[src/rtl/spi_frame_packer.sv]
// rtl/spi_frame_packer.sv - packs samples into fixed-length SPI frames with gaps and bursts; optional CRC-8 trailer via SPI_CRC8_EN
module spi_frame_packer #(
    parameter int          SAMPLE_BYTES     = 6,
    parameter int          FRAME_BYTES      = 8,
    parameter int          NUM_CH           = 3,
    parameter logic [7:0]  PAD_BYTE         = 8'hAB,
    parameter int          GAP_CYCLES       = 500_000,
    parameter int          FRAMES_PER_BURST = 1024
) (
    input  logic                      CLK100MHZ,
    input  logic                      rst_n,
    input  logic                      start_burst,
    input  logic                      s_valid,
    output logic                      s_ready,
    input  logic [8*SAMPLE_BYTES-1:0] s_data,
    input  logic [3:0]                s_ch,
    output logic [4:0]                m_tx_count,
    output logic [7:0]                m_tx_byte,
    output logic                      m_tx_dv,
    input  logic                      m_tx_ready,
    output logic                      busy,
    output logic                      burst_done,
    output logic [15:0]               frame_cnt
);

    localparam int GW = (GAP_CYCLES > 0) ? $clog2(GAP_CYCLES + 1) : 1;

    if (NUM_CH < 1 || NUM_CH > 16 || FRAME_BYTES > 24 || FRAME_BYTES < SAMPLE_BYTES + 1) begin : g_bad_cfg
        $error("spi_frame_packer: illegal NUM_CH/FRAME_BYTES/SAMPLE_BYTES combination");
    end
`ifdef SPI_CRC8_EN
    if (FRAME_BYTES < SAMPLE_BYTES + 2) begin : g_bad_crc
        $error("spi_frame_packer: FRAME_BYTES too small for CRC trailer");
    end
`endif

    typedef enum logic [2:0] {S_IDLE, S_LOAD, S_SEND, S_WAIT, S_GAP, S_DONE} state_t;

    state_t                    state, state_n;
    logic [8*SAMPLE_BYTES-1:0] sample_q;
    logic [3:0]                ch_q;
    logic [3:0]                seq;
    logic [4:0]                byte_idx;
    logic [GW-1:0]             gap_cnt;
    logic                      seen_low;
    logic                      strobe, wait_done, last_byte, gap_last;
    logic [7:0]                frame_byte;
`ifdef SPI_CRC8_EN
    logic [7:0]                crc;

    function automatic logic [7:0] crc8_byte(input logic [7:0] c, input logic [7:0] d);
        logic [7:0] r;
        r = c ^ d;
        for (int b = 0; b < 8; b++) begin
            r = r[7] ? ({r[6:0], 1'b0} ^ 8'h07) : {r[6:0], 1'b0};
        end
        return r;
    endfunction
`endif

    assign m_tx_count = 5'(FRAME_BYTES);
    assign last_byte  = (byte_idx == 5'(FRAME_BYTES - 1));
    assign gap_last   = (GAP_CYCLES == 0) || (gap_cnt == GW'(GAP_CYCLES - 1));
    // Only advance after ready has been seen low, so a lagging ready cannot retrigger a strobe.
    assign wait_done  = (state == S_WAIT) && seen_low && m_tx_ready;

    always_comb begin
        frame_byte = PAD_BYTE;
        if (byte_idx == 5'd0) frame_byte = {seq, ch_q};
        for (int i = 0; i < SAMPLE_BYTES; i++) begin
            if (byte_idx == 5'(i + 1)) frame_byte = sample_q[(SAMPLE_BYTES-1-i)*8 +: 8];
        end
`ifdef SPI_CRC8_EN
        if (last_byte) frame_byte = crc;
`endif
    end

    always_ff @(posedge CLK100MHZ or negedge rst_n) begin
        if (!rst_n) state <= S_IDLE;
        else        state <= state_n;
    end

    always_comb begin
        state_n    = state;
        s_ready    = 1'b0;
        busy       = (state != S_IDLE);
        burst_done = 1'b0;
        strobe     = 1'b0;
        case (state)
            S_IDLE: if (start_burst) state_n = S_LOAD;
            S_LOAD: begin
                s_ready = 1'b1;
                if (s_valid) state_n = S_SEND;
            end
            S_SEND: if (m_tx_ready) begin
                strobe  = 1'b1;
                state_n = S_WAIT;
            end
            S_WAIT: if (wait_done) state_n = last_byte ? S_GAP : S_SEND;
            S_GAP: if (gap_last) begin
                if (FRAMES_PER_BURST != 0 && frame_cnt == 16'(FRAMES_PER_BURST)) state_n = S_DONE;
                else state_n = S_LOAD;
            end
            S_DONE: begin
                burst_done = 1'b1;
                state_n    = S_IDLE;
            end
            default: state_n = S_IDLE;
        endcase
    end

    always_ff @(posedge CLK100MHZ or negedge rst_n) begin
        if (!rst_n) begin
            sample_q  <= '0;
            ch_q      <= '0;
            seq       <= '0;
            byte_idx  <= '0;
            gap_cnt   <= '0;
            seen_low  <= 1'b0;
            frame_cnt <= '0;
            m_tx_dv   <= 1'b0;
            m_tx_byte <= PAD_BYTE;
`ifdef SPI_CRC8_EN
            crc       <= '0;
`endif
        end else begin
            m_tx_dv <= strobe;
            if (state == S_IDLE && start_burst) begin
                seq       <= '0;
                frame_cnt <= '0;
            end
            if (state == S_LOAD && s_valid) begin
                sample_q <= s_data;
                ch_q     <= s_ch;
                byte_idx <= '0;
`ifdef SPI_CRC8_EN
                crc      <= '0;
`endif
            end
            if (strobe) begin
                m_tx_byte <= frame_byte;
`ifdef SPI_CRC8_EN
                crc       <= crc8_byte(crc, frame_byte);
`endif
            end
            if (state != S_WAIT)  seen_low <= 1'b0;
            else if (!m_tx_ready) seen_low <= 1'b1;
            if (wait_done) begin
                if (last_byte) begin
                    frame_cnt <= frame_cnt + 16'd1;
                    gap_cnt   <= '0;
                end else begin
                    byte_idx <= byte_idx + 5'd1;
                end
            end
            if (state == S_GAP) begin
                gap_cnt <= gap_cnt + GW'(1);
                if (gap_last) seq <= seq + 4'd1;
            end
        end
    end

endmodule

[config.mk]
export PLATFORM = sky130hd
export DESIGN_NAME = spi_frame_packer
export DESIGN_NICKNAME = d
export VERILOG_FILES = /design/src/rtl/spi_frame_packer.sv
export SDC_FILE = /design/constraint.sdc
export NUM_CORES = 1
export LEC_CHECK = 0
export CAP_MARGIN = 10
export CORE_MARGIN = 2
export CORE_UTILIZATION = 40
export DETAILED_ROUTE_END_ITERATION = 16
export GPL_TIMING_DRIVEN = 0
export PLACE_DENSITY_LB_ADDON = 0.25
export SYNTH_ARGS = -nofsm -noshare
export SYNTH_HDL_FRONTEND = slang
export SYNTH_SLANG_ARGS = --single-unit
[constraint.sdc]
create_clock -name CLK100MHZ -period 4.5 [get_ports CLK100MHZ]
set_clock_uncertainty 0.1 [all_clocks]
set_input_delay 0.675 -clock CLK100MHZ [delete_from_list [all_inputs] [get_ports CLK100MHZ]]
set_output_delay 0.675 -clock CLK100MHZ [all_outputs]
set_load 0.005 [all_outputs]
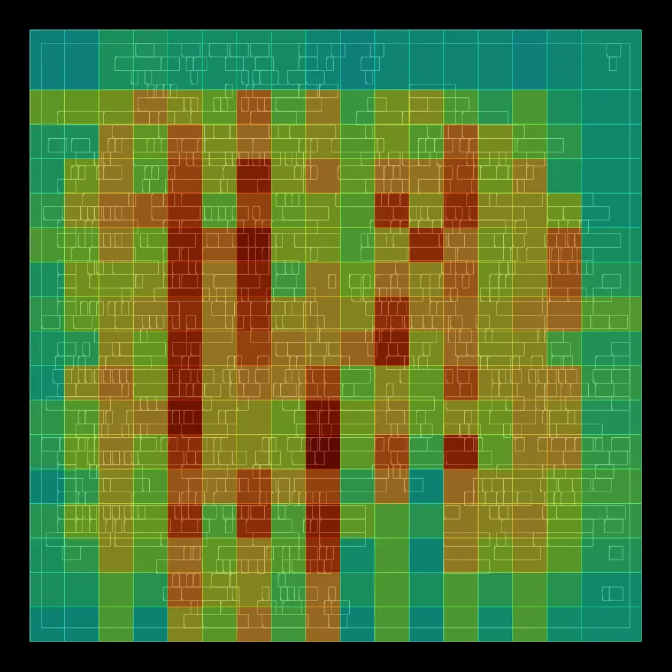
(run_1/congestion.png)
met2 layer usage reported by global route: 33.0%
routed len/inst: 15.7 µm
overall fraction of global-route tracks in use: 20.3%
met1 track utilization from global routing: 27.0%

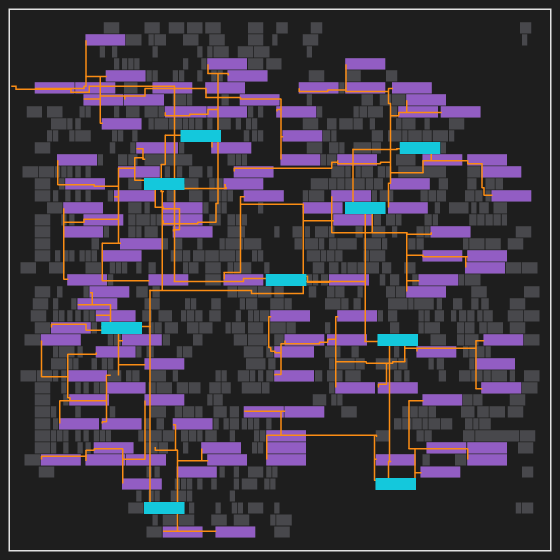
(run_1/clk_routes.png)
[cyan] clock drivers | count: 9
[orange] clock wires | length: 1390 µm
[purple] flip-flops | count: 109
routed clock nets	10
flops lie	widely spread
clock insertion delay at the later pin of the skew report: 0.36 ns
power share of the clock group: 22.9%
clock network power: 887 µW

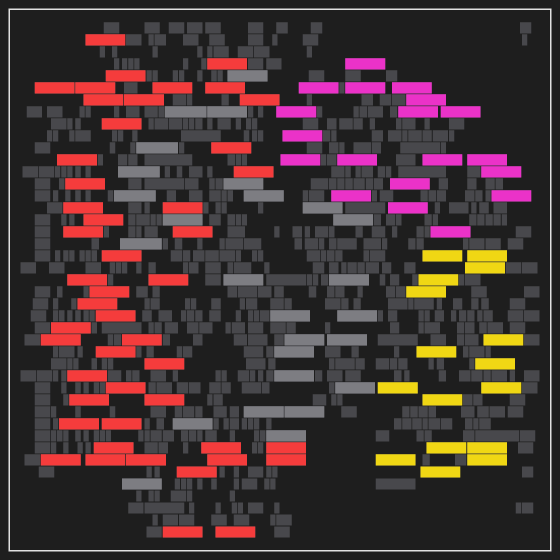
(run_1/flops_by_reg.png)
Other sequential cells in the stronger gray, the rest of the logic in the fainter gray.
color	name in the netlist	flops
yellow	frame_cnt	16
red	sample_q	48
magenta	gap_cnt	19
not colored	26
end-of-flow core utilization: 51.1%
proportion of cell area occupied by registers: 38.9%
Sequential cell area: 2730 µm²
seq pwr: 1.61 mW

==> flow.log, run 1 <==
[metrics] run summary
[metrics] result of the run: complete, no violations
[metrics] data arrival time of the critical path: 1.94 ns
[metrics] proportion of power drawn by flip-flops and latches: 41.7%
[metrics] Critical Path Sink Type: output pin
[metrics] P_leak: 3.16 nW
[metrics] cell types with the largest area share after synthesis: dfrtp_1 (46%), nand2_1 (13%), mux2i_1 (3.2%)
[metrics] Hold WS: 0.218 ns
[metrics] I/O pin count: 90
[metrics] area of the die: 15000 µm²
[metrics] adder and majority gate portion of the synthesized area: 1.79%
[metrics] cts repair resizes: 0
[metrics] Crit-path slowest cell: clkdlybuf4s50_1
[metrics] count of instantiated cells in the yosys netlist: 636
[metrics] flip-flop count of the largest register after layout: 48
[metrics] global route hottest layer: met2
[metrics] registers with the highest flip-flop counts: sample_q (48), gap_cnt (19), frame_cnt (16)
[metrics] number of warnings issued by yosys: 0
[metrics] worst-path maximum fanout: 10
[metrics] H-tree levels: 3
[metrics] Worst Setup Slack post-DPL: 1.52 ns
[metrics] met3 track utilization from global routing: 3.02%
[metrics] power in combinational cells: 1.37 mW
[metrics] final HPWL from detailed placement: 10.6 mm
[metrics] core footprint: 13800 µm²
[metrics] setup_tns: 0 ns
[metrics] Slew HR: 46.2%
[metrics] Final Worst Setup Slack: 1.79 ns
[metrics] Reg2Reg Setup Slack: 1.97 ns
[metrics] TritonCTS clock tree: yes
[metrics] share of async-settable or async-resettable flops after synthesis: 100%
[metrics] area share of and/or/nand/nor cells after synthesis: 27.4%
[metrics] layout filler cell count: 1296
[metrics] DRC violation total after the first TritonRoute iteration: 385
[metrics] Hold/Removal Path Class: input pin to asynchronous set/reset pin
[metrics] root cell of the clock tree: clkbuf_16
[metrics] Max clock buf depth: 2
[metrics] sum of met3 wire segment lengths after detailed routing: 738 µm
[metrics] Most common reg cell: dfrtp_1
[metrics] register share after synthesis: 48.8%
[metrics] Repair and plain buffers: 126
[metrics] Clock Network Area Fraction: 4.68%
[metrics] Final Max Slew Viols: 0
==> run_1/io_fan.png <==
The bar under the picture is 20 µm long.
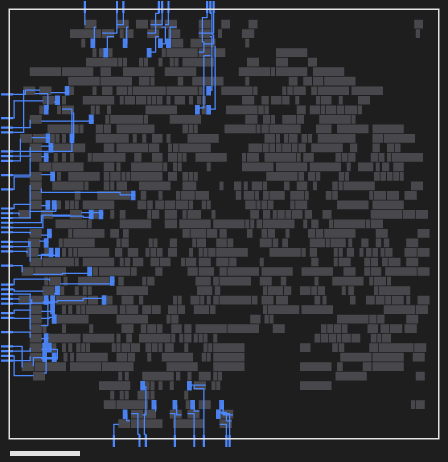

## Run 2: what changed since run 1
Clock period 4.5 ns to 2.4 ns, I/O delays scaled along.
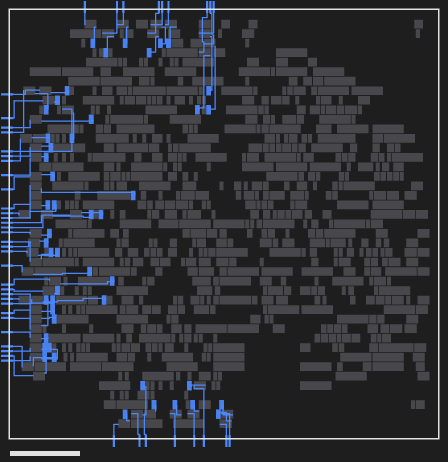
(run_2/io_fan.png)
The bar under the picture is 20 µm long.
color	port	bits	direction	end cells	buffers	wire
blue	s_data	48	input	48	48	816 µm
tally of buffers added on design ports: 84
I/O pin count: 90

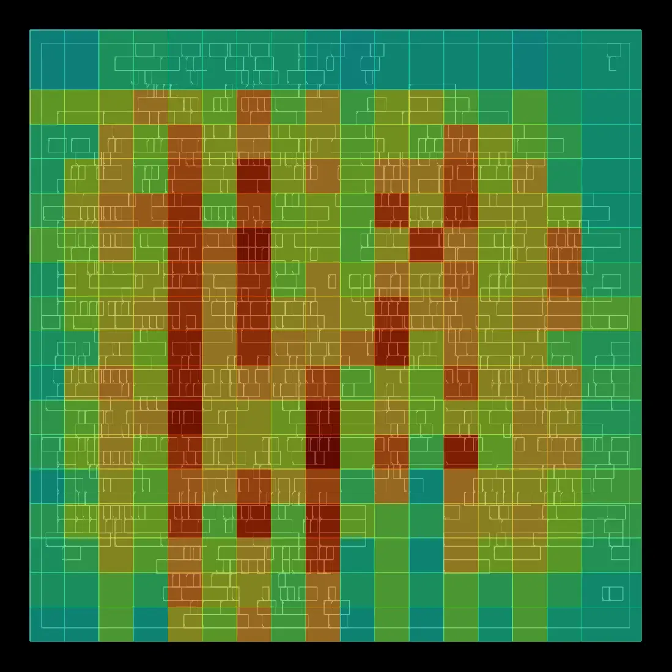
(run_2/congestion.png)
routed len/inst: 15.7 µm
met1 track utilization from global routing: 27.0%
met3 track utilization from global routing: 3.02%

==> run 2 against run 1 <==
  * Utilization increased by 0.15 points
  * Combinational power up 88%
  * Global-route usage about the same
  * Synthesized cell count unchanged
  * Sequential share of layout area decreased by 0.11 points
  * Routed wire length barely moved
  * Die size is the same
  * Sequential power increased by 88%
  * Critical path type is now register to register
  * Critical endpoint is now state[2]
  * Largest power group unchanged
==> flow.log, run 2 <==
[metrics] run summary
[metrics] clock network power: 1.66 mW (+87%)
[metrics] flip-flop count of the largest register after layout: 48 (unchanged)
[metrics] global route hottest layer: met2
[metrics] power share of the clock group: 22.9% (about the same)
[metrics] layout filler cell count: 1300 (+0.31%)
[metrics] core footprint: 13800 µm² (unchanged)
[metrics] met2 layer usage reported by global route: 33.0% (unchanged)
[metrics] Final Worst Setup Slack: 0.0574 ns (-1.73 ns)
[metrics] Repair and plain buffers: 125 (-0.79%)
[metrics] Max clock buf depth: 2 (unchanged)
[metrics] DRC violation total after the first TritonRoute iteration: 344 (-11%)
[metrics] seq pwr: 3.02 mW (+88%)
[metrics] Final Max Slew Viols: 0 (unchanged)
[metrics] Hold WS: 0.377 ns (+0.159 ns)
[metrics] Reg2Reg Setup Slack: 0.06 ns (-1.91 ns)
[metrics] Crit-path slowest cell: or4_1
[metrics] TritonCTS clock tree: yes
[metrics] setup_tns: 0 ns (unchanged)
[metrics] share of async-settable or async-resettable flops after synthesis: 100% (unchanged)
[metrics] end-of-flow core utilization: 51.2% (+0.15 points)
[metrics] register share after synthesis: 48.8% (unchanged)
[metrics] overall fraction of global-route tracks in use: 20.3% (about the same)
[metrics] result of the run: complete, no violations
[metrics] registers with the highest flip-flop counts: sample_q (48), gap_cnt (19), frame_cnt (16)
[metrics] P_leak: 3.17 nW (+0.32%)
[metrics] Sequential cell area: 2730 µm² (unchanged)
[metrics] power in combinational cells: 2.58 mW (+88%)
[metrics] cts repair resizes: 0 (unchanged)
[metrics] Clock Network Area Fraction: 4.66% (-0.013 points)
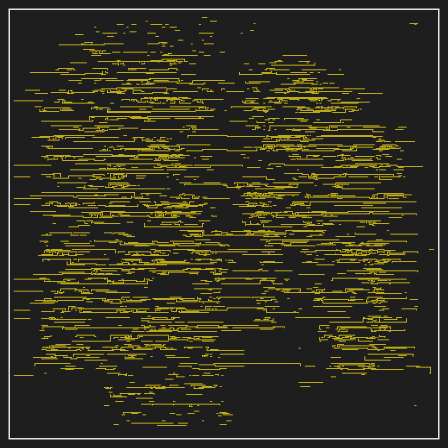
(run_2/layer_met1.png)
nets with wire on the layer	696
main direction	horizontal
share of all routed wire	45%
wirelength, routed: 14.4 mm
total via count after detailed routing: 4989

Power figures rest on the tool's default switching activity, not on a simulated workload.
